<file path="src/rtl/alu_pkg.sv">
// Shared definitions for the registered add/subtract ALU: default width,
// operation encoding and the status-flag bundle.
package alu_pkg;

  localparam int unsigned DATA_W_DEFAULT = 8;

  typedef enum logic {
    OP_ADD = 1'b0,
    OP_SUB = 1'b1
  } op_t;

  typedef struct packed {
    logic z;
    logic n;
    logic c;
    logic v;
  } flags_t;

endpackage : alu_pkg

</file>
<file path="src/rtl/alu_addsub.sv">
// Combinational adder/subtractor: sum = a + (b ^ {sub}) + sub, with carry-out
// (NOT borrow when subtracting) and two's-complement overflow.
module alu_addsub #(
  parameter int unsigned DATA_W = 8
) (
  input  logic [DATA_W-1:0] a,
  input  logic [DATA_W-1:0] b,
  input  logic              sub,
  output logic [DATA_W-1:0] sum,
  output logic              cout,
  output logic              ovf
);

  logic [DATA_W-1:0] b_eff;
  logic [DATA_W:0]   full;

  assign b_eff = b ^ {DATA_W{sub}};
  assign full  = {1'b0, a} + {1'b0, b_eff} + {{DATA_W{1'b0}}, sub};
  assign sum   = full[DATA_W-1:0];
  assign cout  = full[DATA_W];
  // Overflow seen on the effective addend covers both ADD and SUB cases.
  assign ovf   = (a[DATA_W-1] == b_eff[DATA_W-1]) && (sum[DATA_W-1] != a[DATA_W-1]);

endmodule : alu_addsub

</file>
<file path="src/rtl/alu_unit.sv">
// Registered two-operand ADD/SUB ALU with one cycle of latency and a valid
// qualifier. Define ALU_FLAGS_EN to add registered z/n/c/v status flags.
module alu_unit
  import alu_pkg::*;
#(
  parameter int unsigned DATA_W = DATA_W_DEFAULT
) (
  input  logic              clk,
  input  logic              rst,
  input  logic              in_valid,
  input  logic [DATA_W-1:0] rd_data,
  input  logic [DATA_W-1:0] rs_data,
  input  logic              select,
  output logic [DATA_W-1:0] out,
  output logic              out_valid
`ifdef ALU_FLAGS_EN
  ,
  output logic              flag_z,
  output logic              flag_n,
  output logic              flag_c,
  output logic              flag_v
`endif
);

  logic [DATA_W-1:0] sum;
  logic              cout;
  logic              ovf;
  logic              sub;

  assign sub = (select == OP_SUB);

  alu_addsub #(.DATA_W(DATA_W)) u_addsub (
    .a    (rd_data),
    .b    (rs_data),
    .sub  (sub),
    .sum  (sum),
    .cout (cout),
    .ovf  (ovf)
  );

  always_ff @(posedge clk or posedge rst) begin
    if (rst) begin
      out       <= '0;
      out_valid <= 1'b0;
    end else begin
      out_valid <= in_valid;
      if (in_valid) out <= sum;
    end
  end

`ifdef ALU_FLAGS_EN
  flags_t flags;

  always_ff @(posedge clk or posedge rst) begin
    if (rst) begin
      flags <= '0;
    end else if (in_valid) begin
      flags.z <= (sum == '0);
      flags.n <= sum[DATA_W-1];
      flags.c <= cout;
      flags.v <= ovf;
    end
  end

  assign flag_z = flags.z;
  assign flag_n = flags.n;
  assign flag_c = flags.c;
  assign flag_v = flags.v;
`else
  logic unused_status;
  assign unused_status = &{1'b0, cout, ovf};
`endif

endmodule : alu_unit

</file>
<file path="config.mk">
export PLATFORM = sky130hd
export DESIGN_NAME = alu_unit
export DESIGN_NICKNAME = d
export VERILOG_FILES = /design/src/rtl/alu_pkg.sv /design/src/rtl/alu_addsub.sv /design/src/rtl/alu_unit.sv
export SDC_FILE = /design/constraint.sdc
export NUM_CORES = 1
export LEC_CHECK = 0
export ABC_AREA = 1
export CORE_ASPECT_RATIO = 1.2
export CORE_MARGIN = 8
export CORE_UTILIZATION = 40
export DETAILED_ROUTE_END_ITERATION = 6
export PLACE_DENSITY = 0.69
export SYNTH_ARGS = -nofsm -noshare
export SYNTH_HDL_FRONTEND = slang
export SYNTH_HIERARCHICAL = 1
export SYNTH_SLANG_ARGS = --single-unit
</file>
<file path="constraint.sdc">
create_clock -name clk -period 1 [get_ports clk]
set_clock_uncertainty 0.05 [all_clocks]
set_input_delay 0.15 -clock clk [delete_from_list [all_inputs] [get_ports clk]]
set_output_delay 0.15 -clock clk [all_outputs]
set_load 0.1 [all_outputs]
</file>
==> results.toml, run 1 <==
# generated from flow reports
[global_routing]
grtUsageTotal = 0.114
grt_busiest_layer = "met2"
grtUsageMet1 = 0.110
grt_use_met3 = 0.0375

[final_timing]
setup_violations = 16
worst_slack_ns = -0.413

[detailed_routing]
wl_per_cell_um = 12.9

[worst_setup_path]
crit_start = "rs_data[5]"
cp-start-kind = "input pin"

[final_layout]
flop_area_um2 = 236
logic_area_um2 = 608
seq_share = 0.160
drive_above_1_share = 0.527
reg_top3 = "out x8, out_valid x1"
stdcell_area_um2 = 1480

[power]
p_int_uw = 1330
power_density_nw_per_um2 = 1720
top_power_group = "combinational logic"
ir_worst_vdd_mv = 0.874

[placed_design]
dp_hpwl_um = 1580
port_buffers = 28

[outcome]
violations = "setup timing"
status = "finished, violations left"

[floorplan]
die-area_um2 = 3610
fp_util = 0.425

[clock_network]
cts_max_level = 1
postCtsResizedCells = 38

[synth]
syn_area_um2 = 777
Run 1, the metal 2 layer:
Drawn at 8 px/um.
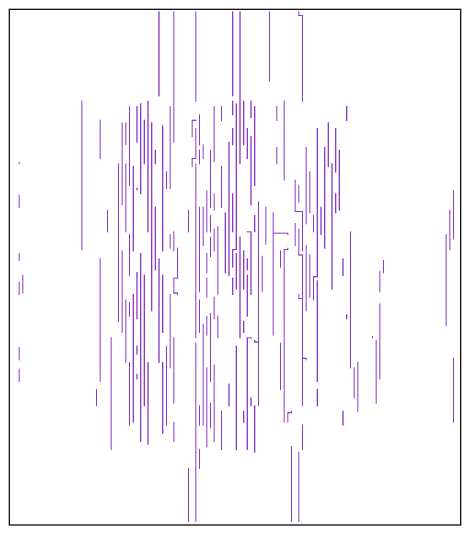
- share of all routed wire: 56%
- nets with wire on the layer: 146
- wire length on this layer: 1,210 um
- longest straight run: 25.5 um
via count: 766
DRT Wirelength: 2150 um

Run 1, placement by cell class:
Drawn at 4 px/um.
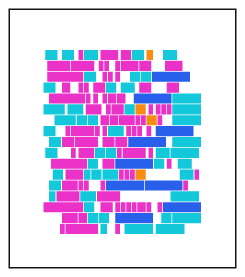
- flip-flops: blue (cells 9; share of their area 16%)
- clock drivers and dummy loads: orange (cells 4; share of their area 1.9%)
- other buffers and delay cells: cyan (cells 49; share of their area 36%)
- all other logic: magenta (cells 86; share of their area 45%)

Run 1, I/O nets highlighted:
Drawn at 8 px/um.
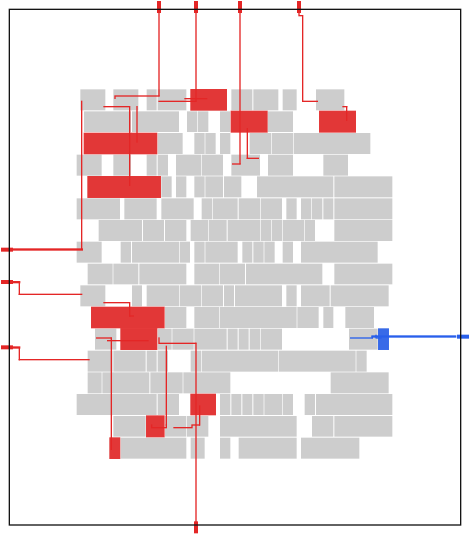
- rd_data: red (bits 8; direction input; end cells 10; buffers 10; wire 213 um)
- rst: blue (bits 1; direction input; end cells 1; buffers 1; wire 14.3 um)

Run 1, clock network drawn from the DEF:
Drawn at 4 px/um.
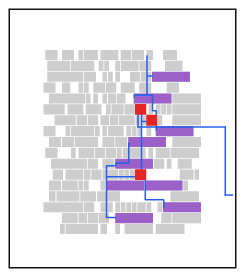
- cells driving clock nets: red (count 3)
- flip-flops: purple (count 9)
- clock wires: blue (length 139 um)
- routed clock nets: 4
Clock Latency Late Sink: 0.26 ns
clock power share: 0.110
clk pwr: 279 uW

==> run 2, diff against run 1 <==
--- a/config.mk
+++ b/config.mk
@@ -10,6 +10,7 @@
 export CORE_MARGIN = 8
 export CORE_UTILIZATION = 40
 export DETAILED_ROUTE_END_ITERATION = 6
+export MAX_ROUTING_LAYER = met4
 export PLACE_DENSITY = 0.69
 export SYNTH_ARGS = -nofsm -noshare
 export SYNTH_HDL_FRONTEND = slang
Run 2, placement by cell class:
Drawn at 4 px/um.
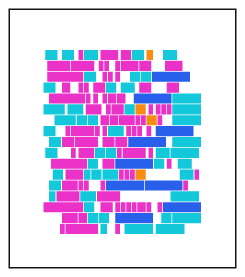
- clock drivers and dummy loads: orange (cells 4; share of their area 1.9%)
- all other logic: magenta (cells 86; share of their area 45%)
- flip-flops: blue (cells 9; share of their area 16%)
- other buffers and delay cells: cyan (cells 49; share of their area 36%)

Run 2, clock network drawn from the DEF:
Drawn at 4 px/um.
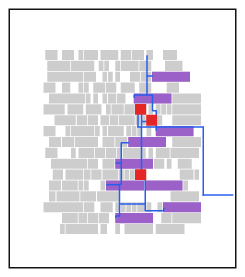
clk pwr: 278 uW
clock power share: 0.109

Run 2, the metal 2 layer:
Drawn at 8 px/um.
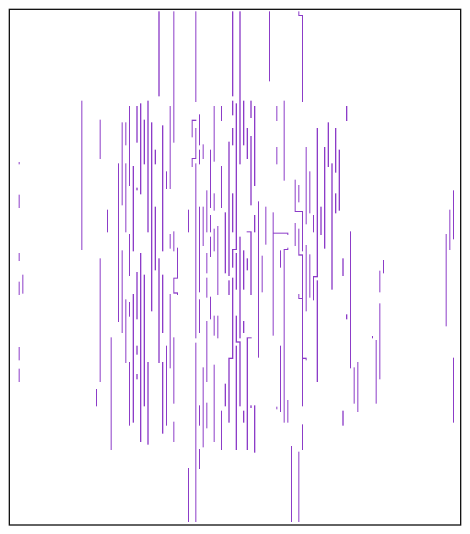
- longest straight run: 23.5 um
- main direction: vertical
- share of all routed wire: 57%
- nets with wire on the layer: 146
DRT Wirelength: 2150 um
via count: 768
M2 GR Usage: 0.201

==> run 2 against run 1 <==
  * Clock-buffer cell count is the same
  * Critical path depth is the same
  * Non-clock buffer count is the same
  * Total power is essentially flat
  * Routed wire length is essentially flat
  * Fmax is essentially flat
  * Core utilization is the same
  * Largest cell class unchanged
  * Sequential share of layout area is the same
  * Critical endpoint unchanged
  * Via count grew 0.26%
  * The flow still finishes with violations (setup timing)
  * Die size is the same
  * Final area is the same
  * Critical path type unchanged
  * First-iteration DRC count is the same
==> results.toml, run 2 <==
# generated from flow reports
[outcome]
status = "finished, violations left"
violations = "setup timing"

[placed_design]
port_buffers = 28
dp_hpwl_um = 1580

[global_routing]
grt_busiest_layer = "met2"
grtUsageTotal = 0.118
grt_pass1_vias = 821
grt_use_met3 = 0.0375
gr-total-overflow = 0
grt_max_degree = 10
grtUsageMet1 = 0.111

[synth]
synth_area_per_cell_um2 = 8.01
syn_area_um2 = 777
synthCells = 97

[final_timing]
setup_violations = 16
slew_violations = 0
worst_slack_ns = -0.413

[worst_setup_path]
crit_start = "rs_data[5]"
cp-start-kind = "input pin"
worstReg2RegEnd = "out[0]$_DFFE_PP0P_"
worst_r2r_startpoint = "out[0]$_DFFE_PP0P_"
end_kind = "register"
crit_path_end = "out[7]$_DFFE_PP0P_"

[final_layout]
n_antenna_cell = 0
seq_share = 0.160
reg_top3 = "out x8, out_valid x1"
comb_share = 0.412
flop_area_um2 = 236
clk_share = 0.0186
logic_area_um2 = 608
stdcell_area_um2 = 1480
drive_above_1_share = 0.527

[clock_network]
worst_skew_pair.late_latency_ns = 0.26
numClockSinks = 9
cts_max_level = 1
postCtsResizedCells = 38

[detailed_routing]
detail_route.first_pass.iterations = 4
routed.top_layer = "met4"
wl_met2_um = 1220
wl_per_cell_um = 12.9

[power]
top_power_group = "combinational logic"
powerComb_uw = 1720
pwr-share-comb = 0.676
p_int_uw = 1330
power_density_nw_per_um2 = 1720
pg_seq_uw = 548
totalPowerFinal_uw = 2550
ir_worst_vdd_mv = 0.874

[floorplan]
die-area_um2 = 3610
fp_util = 0.425
Power figures rest on the tool's default switching activity, not on a simulated workload.
